<file path="src/rtl/noise_sched_pkg.sv">
// Shared types, default widths and saturating add for the noise sweep scheduler.
// Optional NOISE_SCHED_STATS_EN adds per-epoch saturation/noisy counters.
package noise_sched_pkg;

    localparam int DATA_W_DEF  = 8;
    localparam int SCALE_W_DEF = 8;
    localparam int SYM_MAX     = 2 ** (DATA_W_DEF - 1) - 1;
    localparam int SYM_MIN     = -(2 ** (DATA_W_DEF - 1));

    typedef enum logic [2:0] {
        S_IDLE,
        S_WARMUP,
        S_RUN,
        S_GAP,
        S_DONE
    } state_e;

    // Saturates a + b to the signed range of a w-bit word.
    function automatic logic signed [31:0] sat_add(
        input logic signed [31:0] a,
        input logic signed [31:0] b,
        input int                 w
    );
        logic signed [31:0] s;
        logic signed [31:0] hi;
        logic signed [31:0] lo;
        s  = a + b;
        hi = (32'sd1 <<< (w - 1)) - 32'sd1;
        lo = -hi - 32'sd1;
        if (s > hi) return hi;
        if (s < lo) return lo;
        return s;
    endfunction

endpackage

</file>
<file path="src/rtl/noise_sched_mixer.sv">
// Registered scale-multiply, add and saturate datapath for the noise path.
// With NOISE_SCHED_STATS_EN it also keeps per-epoch sat/noisy counters.
module noise_sched_mixer
    import noise_sched_pkg::*;
#(
    parameter int DATA_W  = DATA_W_DEF,
    parameter int SCALE_W = SCALE_W_DEF
) (
    input  logic                     clk,
    input  logic                     rstn,
    input  logic                     in_valid,
    input  logic                     mix_en,
    input  logic signed [DATA_W-1:0] sym_in,
    input  logic signed [DATA_W-1:0] noise_in,
    input  logic [SCALE_W-1:0]       scale,
`ifdef NOISE_SCHED_STATS_EN
    input  logic                     clr,
    output logic [15:0]              sat_cnt,
    output logic [15:0]              noisy_cnt,
`endif
    output logic                     out_valid,
    output logic signed [DATA_W-1:0] sym_out
);

    localparam int PW = DATA_W + SCALE_W + 1;

    logic signed [PW-1:0]     prod;
    logic signed [DATA_W-1:0] y;
    logic signed [DATA_W-1:0] sym_d, sym_q;
    logic                     vld_d, vld_q;

    always_comb begin
        prod  = PW'(noise_in) * PW'(signed'({1'b0, scale}));
        y     = mix_en ? DATA_W'(sat_add(32'(sym_in), 32'(prod), DATA_W))
                       : sym_in;
        sym_d = in_valid ? y : sym_q;
        vld_d = in_valid;
    end

    always_ff @(posedge clk or negedge rstn) begin
        if (!rstn) begin
            sym_q <= '0;
            vld_q <= 1'b0;
        end else begin
            sym_q <= sym_d;
            vld_q <= vld_d;
        end
    end

    assign sym_out   = sym_q;
    assign out_valid = vld_q;

`ifdef NOISE_SCHED_STATS_EN
    logic signed [31:0] full;
    logic               noisy, clipped;
    logic [15:0]        sat_d, sat_q, noisy_d, noisy_q;

    always_comb begin
        full    = 32'(sym_in) + 32'(prod);
        noisy   = in_valid && mix_en;
        clipped = noisy && (sat_add(32'(sym_in), 32'(prod), DATA_W) != full);
        sat_d   = sat_q;
        noisy_d = noisy_q;
        if (clr) begin
            sat_d   = '0;
            noisy_d = '0;
        end else begin
            if (clipped && sat_q != 16'hFFFF) sat_d = sat_q + 16'd1;
            if (noisy && noisy_q != 16'hFFFF) noisy_d = noisy_q + 16'd1;
        end
    end

    always_ff @(posedge clk or negedge rstn) begin
        if (!rstn) begin
            sat_q   <= '0;
            noisy_q <= '0;
        end else begin
            sat_q   <= sat_d;
            noisy_q <= noisy_d;
        end
    end

    assign sat_cnt   = sat_q;
    assign noisy_cnt = noisy_q;
`endif

endmodule

</file>
<file path="src/rtl/noise_sched_ctrl.sv">
// Noise sweep scheduler: warmup, noisy epochs with stepped amplitude, clean gaps.
// Define NOISE_SCHED_STATS_EN to expose sat_cnt/noisy_cnt per epoch.
module noise_sched_ctrl
    import noise_sched_pkg::*;
#(
    parameter int DATA_W     = DATA_W_DEF,
    parameter int SCALE_W    = SCALE_W_DEF,
    parameter int CNT_W      = 16,
    parameter int WARMUP_CYC = 16
) (
    input  logic                     clk,
    input  logic                     rstn,
    input  logic                     start,
    input  logic                     abort,
    input  logic [SCALE_W-1:0]       cfg_scale_start,
    input  logic [SCALE_W-1:0]       cfg_scale_step,
    input  logic [SCALE_W-1:0]       cfg_scale_max,
    input  logic [CNT_W-1:0]         cfg_epoch_len,
    input  logic [CNT_W-1:0]         cfg_gap_len,
    output logic                     noise_en,
    input  logic signed [DATA_W-1:0] noise_in,
    input  logic                     noise_in_valid,
    input  logic signed [DATA_W-1:0] sym_in,
    input  logic                     sym_in_valid,
    output logic signed [DATA_W-1:0] sym_out,
    output logic                     sym_out_valid,
    output logic [SCALE_W-1:0]       cur_scale,
    output logic [7:0]               epoch_idx,
`ifdef NOISE_SCHED_STATS_EN
    output logic [15:0]              sat_cnt,
    output logic [15:0]              noisy_cnt,
`endif
    output logic                     busy,
    output logic                     done
);

    localparam logic [CNT_W-1:0] WARM_LAST = CNT_W'(WARMUP_CYC - 1);

    state_e             state_d, state_q;
    logic [CNT_W-1:0]   cnt_d, cnt_q, cnt_inc;
    logic [CNT_W-1:0]   elen_d, elen_q, glen_d, glen_q;
    logic [SCALE_W-1:0] scale_d, scale_q, step_d, step_q, max_d, max_q;
    logic [SCALE_W:0]   nxt;
    logic [7:0]         epoch_d, epoch_q;
    logic               noise_en_d, noise_en_q;
    logic               busy_d, busy_q, done_d, done_q;
    logic               do_adv, in_sweep;

    assign cnt_inc  = cnt_q + CNT_W'(1);
    assign nxt      = {1'b0, scale_q} + {1'b0, step_q};
    assign in_sweep = (state_q == S_WARMUP) || (state_q == S_RUN)
                   || (state_q == S_GAP);

    always_comb begin
        state_d = state_q;
        cnt_d   = cnt_q;
        elen_d  = elen_q;
        glen_d  = glen_q;
        scale_d = scale_q;
        step_d  = step_q;
        max_d   = max_q;
        epoch_d = epoch_q;
        do_adv  = 1'b0;
        unique case (state_q)
            S_IDLE: if (start) begin
                step_d  = cfg_scale_step;
                max_d   = cfg_scale_max;
                elen_d  = (cfg_epoch_len == '0) ? CNT_W'(1) : cfg_epoch_len;
                glen_d  = cfg_gap_len;
                scale_d = cfg_scale_start;
                epoch_d = '0;
                cnt_d   = '0;
                state_d = S_WARMUP;
            end
            S_WARMUP: begin
                cnt_d = cnt_inc;
                if (cnt_q == WARM_LAST) begin
                    cnt_d   = '0;
                    state_d = S_RUN;
                end
            end
            S_RUN: if (sym_in_valid) begin
                cnt_d = cnt_inc;
                if (cnt_inc >= elen_q) begin
                    cnt_d = '0;
                    if (glen_q == '0) do_adv = 1'b1;
                    else state_d = S_GAP;
                end
            end
            S_GAP: if (sym_in_valid) begin
                cnt_d = cnt_inc;
                if (cnt_inc >= glen_q) begin
                    cnt_d  = '0;
                    do_adv = 1'b1;
                end
            end
            S_DONE:  state_d = S_IDLE;
            default: state_d = S_IDLE;
        endcase
        // The 9-bit sum catches wrap past 255 as "beyond max".
        if (do_adv) begin
            if (step_q == '0 || nxt > {1'b0, max_q}) begin
                state_d = S_DONE;
            end else begin
                scale_d = nxt[SCALE_W-1:0];
                epoch_d = epoch_q + 8'd1;
                state_d = S_RUN;
            end
        end
        if (abort && in_sweep) begin
            state_d = S_DONE;
            cnt_d   = '0;
            scale_d = scale_q;
            epoch_d = epoch_q;
        end
        noise_en_d = (state_d == S_WARMUP) || (state_d == S_RUN);
        busy_d     = (state_d != S_IDLE);
        done_d     = (state_d == S_DONE);
    end

    always_ff @(posedge clk or negedge rstn) begin
        if (!rstn) begin
            state_q    <= S_IDLE;
            cnt_q      <= '0;
            elen_q     <= '0;
            glen_q     <= '0;
            scale_q    <= '0;
            step_q     <= '0;
            max_q      <= '0;
            epoch_q    <= '0;
            noise_en_q <= 1'b0;
            busy_q     <= 1'b0;
            done_q     <= 1'b0;
        end else begin
            state_q    <= state_d;
            cnt_q      <= cnt_d;
            elen_q     <= elen_d;
            glen_q     <= glen_d;
            scale_q    <= scale_d;
            step_q     <= step_d;
            max_q      <= max_d;
            epoch_q    <= epoch_d;
            noise_en_q <= noise_en_d;
            busy_q     <= busy_d;
            done_q     <= done_d;
        end
    end

    assign noise_en  = noise_en_q;
    assign cur_scale = scale_q;
    assign epoch_idx = epoch_q;
    assign busy      = busy_q;
    assign done      = done_q;

`ifdef NOISE_SCHED_STATS_EN
    logic epoch_start;
    assign epoch_start = (state_d == S_RUN) && (state_q != S_RUN || do_adv);
`endif

    noise_sched_mixer #(
        .DATA_W  (DATA_W),
        .SCALE_W (SCALE_W)
    ) u_mixer (
        .clk       (clk),
        .rstn      (rstn),
        .in_valid  (sym_in_valid),
        .mix_en    ((state_q == S_RUN) && noise_in_valid),
        .sym_in    (sym_in),
        .noise_in  (noise_in),
        .scale     (scale_q),
`ifdef NOISE_SCHED_STATS_EN
        .clr       (epoch_start),
        .sat_cnt   (sat_cnt),
        .noisy_cnt (noisy_cnt),
`endif
        .out_valid (sym_out_valid),
        .sym_out   (sym_out)
    );

endmodule

</file>
<file path="config.mk">
export PLATFORM = sky130hd
export DESIGN_NAME = noise_sched_ctrl
export DESIGN_NICKNAME = d
export VERILOG_FILES = /design/src/rtl/noise_sched_pkg.sv /design/src/rtl/noise_sched_mixer.sv /design/src/rtl/noise_sched_ctrl.sv
export SDC_FILE = /design/constraint.sdc
export NUM_CORES = 1
export LEC_CHECK = 0
export CORE_MARGIN = 4
export CORE_UTILIZATION = 55
export DETAILED_ROUTE_END_ITERATION = 10
export HOLD_SLACK_MARGIN = 0.1
export PLACE_DENSITY = 0.87
export SYNTH_ARGS = -nofsm -noshare
export SYNTH_HDL_FRONTEND = slang
export SYNTH_SLANG_ARGS = --single-unit
export TNS_END_PERCENT = 10
</file>
<file path="constraint.sdc">
create_clock -name clk -period 6.2 [get_ports clk]
set_input_delay 1.86 -clock clk [delete_from_list [all_inputs] [get_ports clk]]
set_output_delay 1.86 -clock clk [all_outputs]
set_load 0.02 [all_outputs]
</file>
==> Changelog: implementation <==
### Metrics

* Outcome: complete, but fails checks
* Failing checks: negative setup slack
* Clk slew on worst S/H paths at 0.06 ns
* Row cnt at 44
* Stage-log warning count at 29
* Maxcap violations at 0
* Vias in the first global route at 7530
* FFs w/ async S/R, synth at 100%
* Post-Synth AOI/OAI Area at 13.9%
* DP HPWL at 16.6 mm
* Synth Register Bits at 95
* Endpoints failing hold at 0
* DRC at 0
* Die Size at 0.0169 sq mm
* Unique masters post-synth at 60
* CTS Buf Count at 9
* Area grow syn2layout at 27.9%
* Pre-CTS setup slack at -1.13 ns
* Crit path max fanout at 7
* Layout cell share with drive strength beyond 1 at 13.3%
* Quantity of I/O buffers inserted on ports at 105
* Simple share at 18.6%
* Top comb family, area: adder cells
* Max stage delay on crit path at 0.54 ns
* Final period utilization at 102%
* Met2 usage at 46.3%
* Post-route setup slack at -0.135 ns
* Placed Instance Area at 0.00982 sq mm
* Max frequency at 158 MHz
* Initial antenna violation count at 0
* Cell area leaders: dfrtp_1, ha_1, fa_1
* Max-slew violation count at 0
* Core Box Area at 0.0145 sq mm
* Vias per inst at 5.72
* Most common cell in the synthesized netlist: nand2_1
* Worst relative slew slack at 36.1%
* Yosys cell count at 918
* Chip height at 130 microns
* Gr ovfl total at 0
* Min-Delay Path Class: reg2reg
* Clk sink count at 95
* Worst Path Buf+Inv at 6
* Top-area cell share at 29.1%
* RSZ-0062 raised after global routing: yes
* Mux share at 0.521%
* Routed Antenna Nets at 0
* Final setup viols at 7
* Top Usage Layer GRT: met2
* Chip area in the Yosys report at 0.00817 sq mm
* Number of fill cells at 1053
* Cell type with the largest total area: dfrtp_1
* Mapped cell area at 0.00817 sq mm
* CP startpoint kind: input port
* Crit path top cell by count: fa_1
* Final instance area at 0.0104 sq mm
* Die Wd at 130 microns
* Post-Syn Area per Cell at 8.90 sq um
* DRT Pass-1 Iters at 5
* Initial DRC Count at 495
* Clk buf depth at 2
* Drt wl/cell at 17.5 microns
* Hold_ws at 0.491 ns
* Post-Synthesis Cells at 918
* FP Util at 56.2%
* Crit path max-delay family: adder cells
## flip-flops by register name, summed over array words and instances (netlist names)
| register | cells |
|---|---|
| busy | 1 |
| noise_en | 1 |
| state_q | 3 |
| done | 1 |
| u_mixer.out_valid | 1 |
| step_q | 8 |
| glen_q | 16 |
| cnt_q | 16 |
| max_q | 8 |
| epoch_idx | 8 |
| cur_scale | 8 |
| u_mixer.sym_out | 8 |
| elen_q | 16 |
## repair_timing
action	4_1_cts	5_1_grt
pin swaps	45	34
hold endpoints to repair	0	0
setup buffers	7	4
gates resized	75	19
endpoints found under the setup margin	8	8
## routing by layer
metal / up-vias / part of all wire, %
met5: - / 0
met4: 0 / 2.6
met2: 264 / 51
met1: 3457 / 41
met3: 52 / 6.0
li1: 3385 / -
## cells in the final DEF (no fill, tap or decap), types with 47 or more instances in the layout
cell,Yosys,routed
nand2_1,153,146
inv_1,116,112
nor2_1,53,48
ha_1,97,83
fa_1,53,47
buf_4,1,51
o21ai_0,59,57
dfrtp_1,95,95
clkdlybuf4s50_1,0,91
## worst reg2reg max path: cells and delay by family, from the launching register on
kind                     cells  cell delay (ns)
adder cells (fa/ha/maj)      6             2.67
buffers and inverters        3             0.38
AND-OR/OR-AND                6             1.34
XOR/XNOR                     1             0.09
AND/OR/NAND/NOR              1             0.27
flip-flops                   1             0.76
## worst paths after layout
check / start / end / slack (ns) / depth (start not counted)
max: noise_in[7] / u_mixer.sym_out[1]$_DFFE_PN0P_ / -0.13 / 19
max in group asynchronous: rstn / cur_scale[7]$_DFFE_PN0N_ / 3.66 / 2
min in group asynchronous: rstn / glen_q[14]$_DFFE_PN0P_ / 1.55 / 1
max reg2reg: cur_scale[0]$_DFFE_PN0N_ / u_mixer.sym_out[1]$_DFFE_PN0P_ / 0.64 / 17
min: max_q[0]$_DFFE_PN0P_ / max_q[0]$_DFFE_PN0P_ / 0.49 / 2
min reg2reg: max_q[0]$_DFFE_PN0P_ / max_q[0]$_DFFE_PN0P_ / 0.49 / 2
## per-stage QoR
stage,std cells,utilization [%],setup TNS [ns]
global placement,1224,67.6,-7.71
finish,1251,71.9,-0.830
global route,1251,71.9,-2.02
floorplan,918,-,-1.03
CTS,1247,71.2,-0.781
detailed placement,1224,67.6,-8.76
## kinds of logic (layout without fill, tap and decap cells)
kind of cell	Yosys count	after routing
and+or+nand+nor	327	327
AOI/OAI and AO/OA	172	172
adders and majority gates	150	150
buffers and inverters	140	289
DFF	95	95
xor gates and xnor gates	30	30
muxes	4	4
## area by class of cell
type | instances | area [sq um] | share of cell area (%)
Clock buffer | 11 | 233 | 2.23
Multi-Input combinational cell | 683 | 5630 | 53.9
Timing Repair Buffer | 157 | 1450 | 13.9
Tap cell | 184 | 230 | 2.20
Clock inverter | 5 | 81.3 | 0.778
Inverter | 116 | 439 | 4.20
Sequential cell | 95 | 2380 | 22.8
### Wiring heat map

Bar = 50 microns. 26 x 26 tiles, from white (low) to dark blue (high), scaled to the fullest tile. Values are wire area over tile area, all layers added.
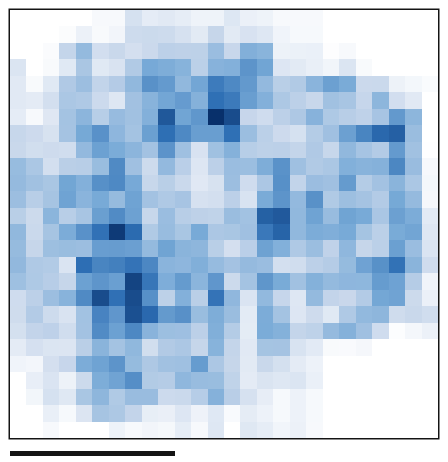
- mean over tiles: 0.21
- nearly empty tiles: 13%
- densest ninth of the die: west
- tiles over half the peak: 17%
- fullest tile: 0.70
via count: 7158
GRT Total Usage: 26.2%
Post-Route WL: 21.9 mm

### Clock distribution

Bar = 50 microns.
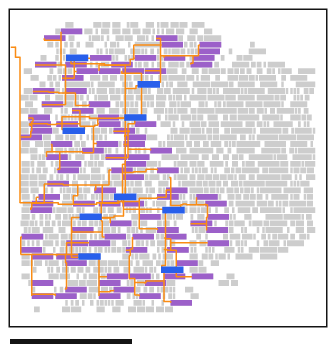
- orange: clock wires (length 1210 microns)
- blue: cells driving clock nets (count 9)
- purple: flip-flops (count 95)
- routed clock nets: 10
Latency at later pin: 0.35 ns

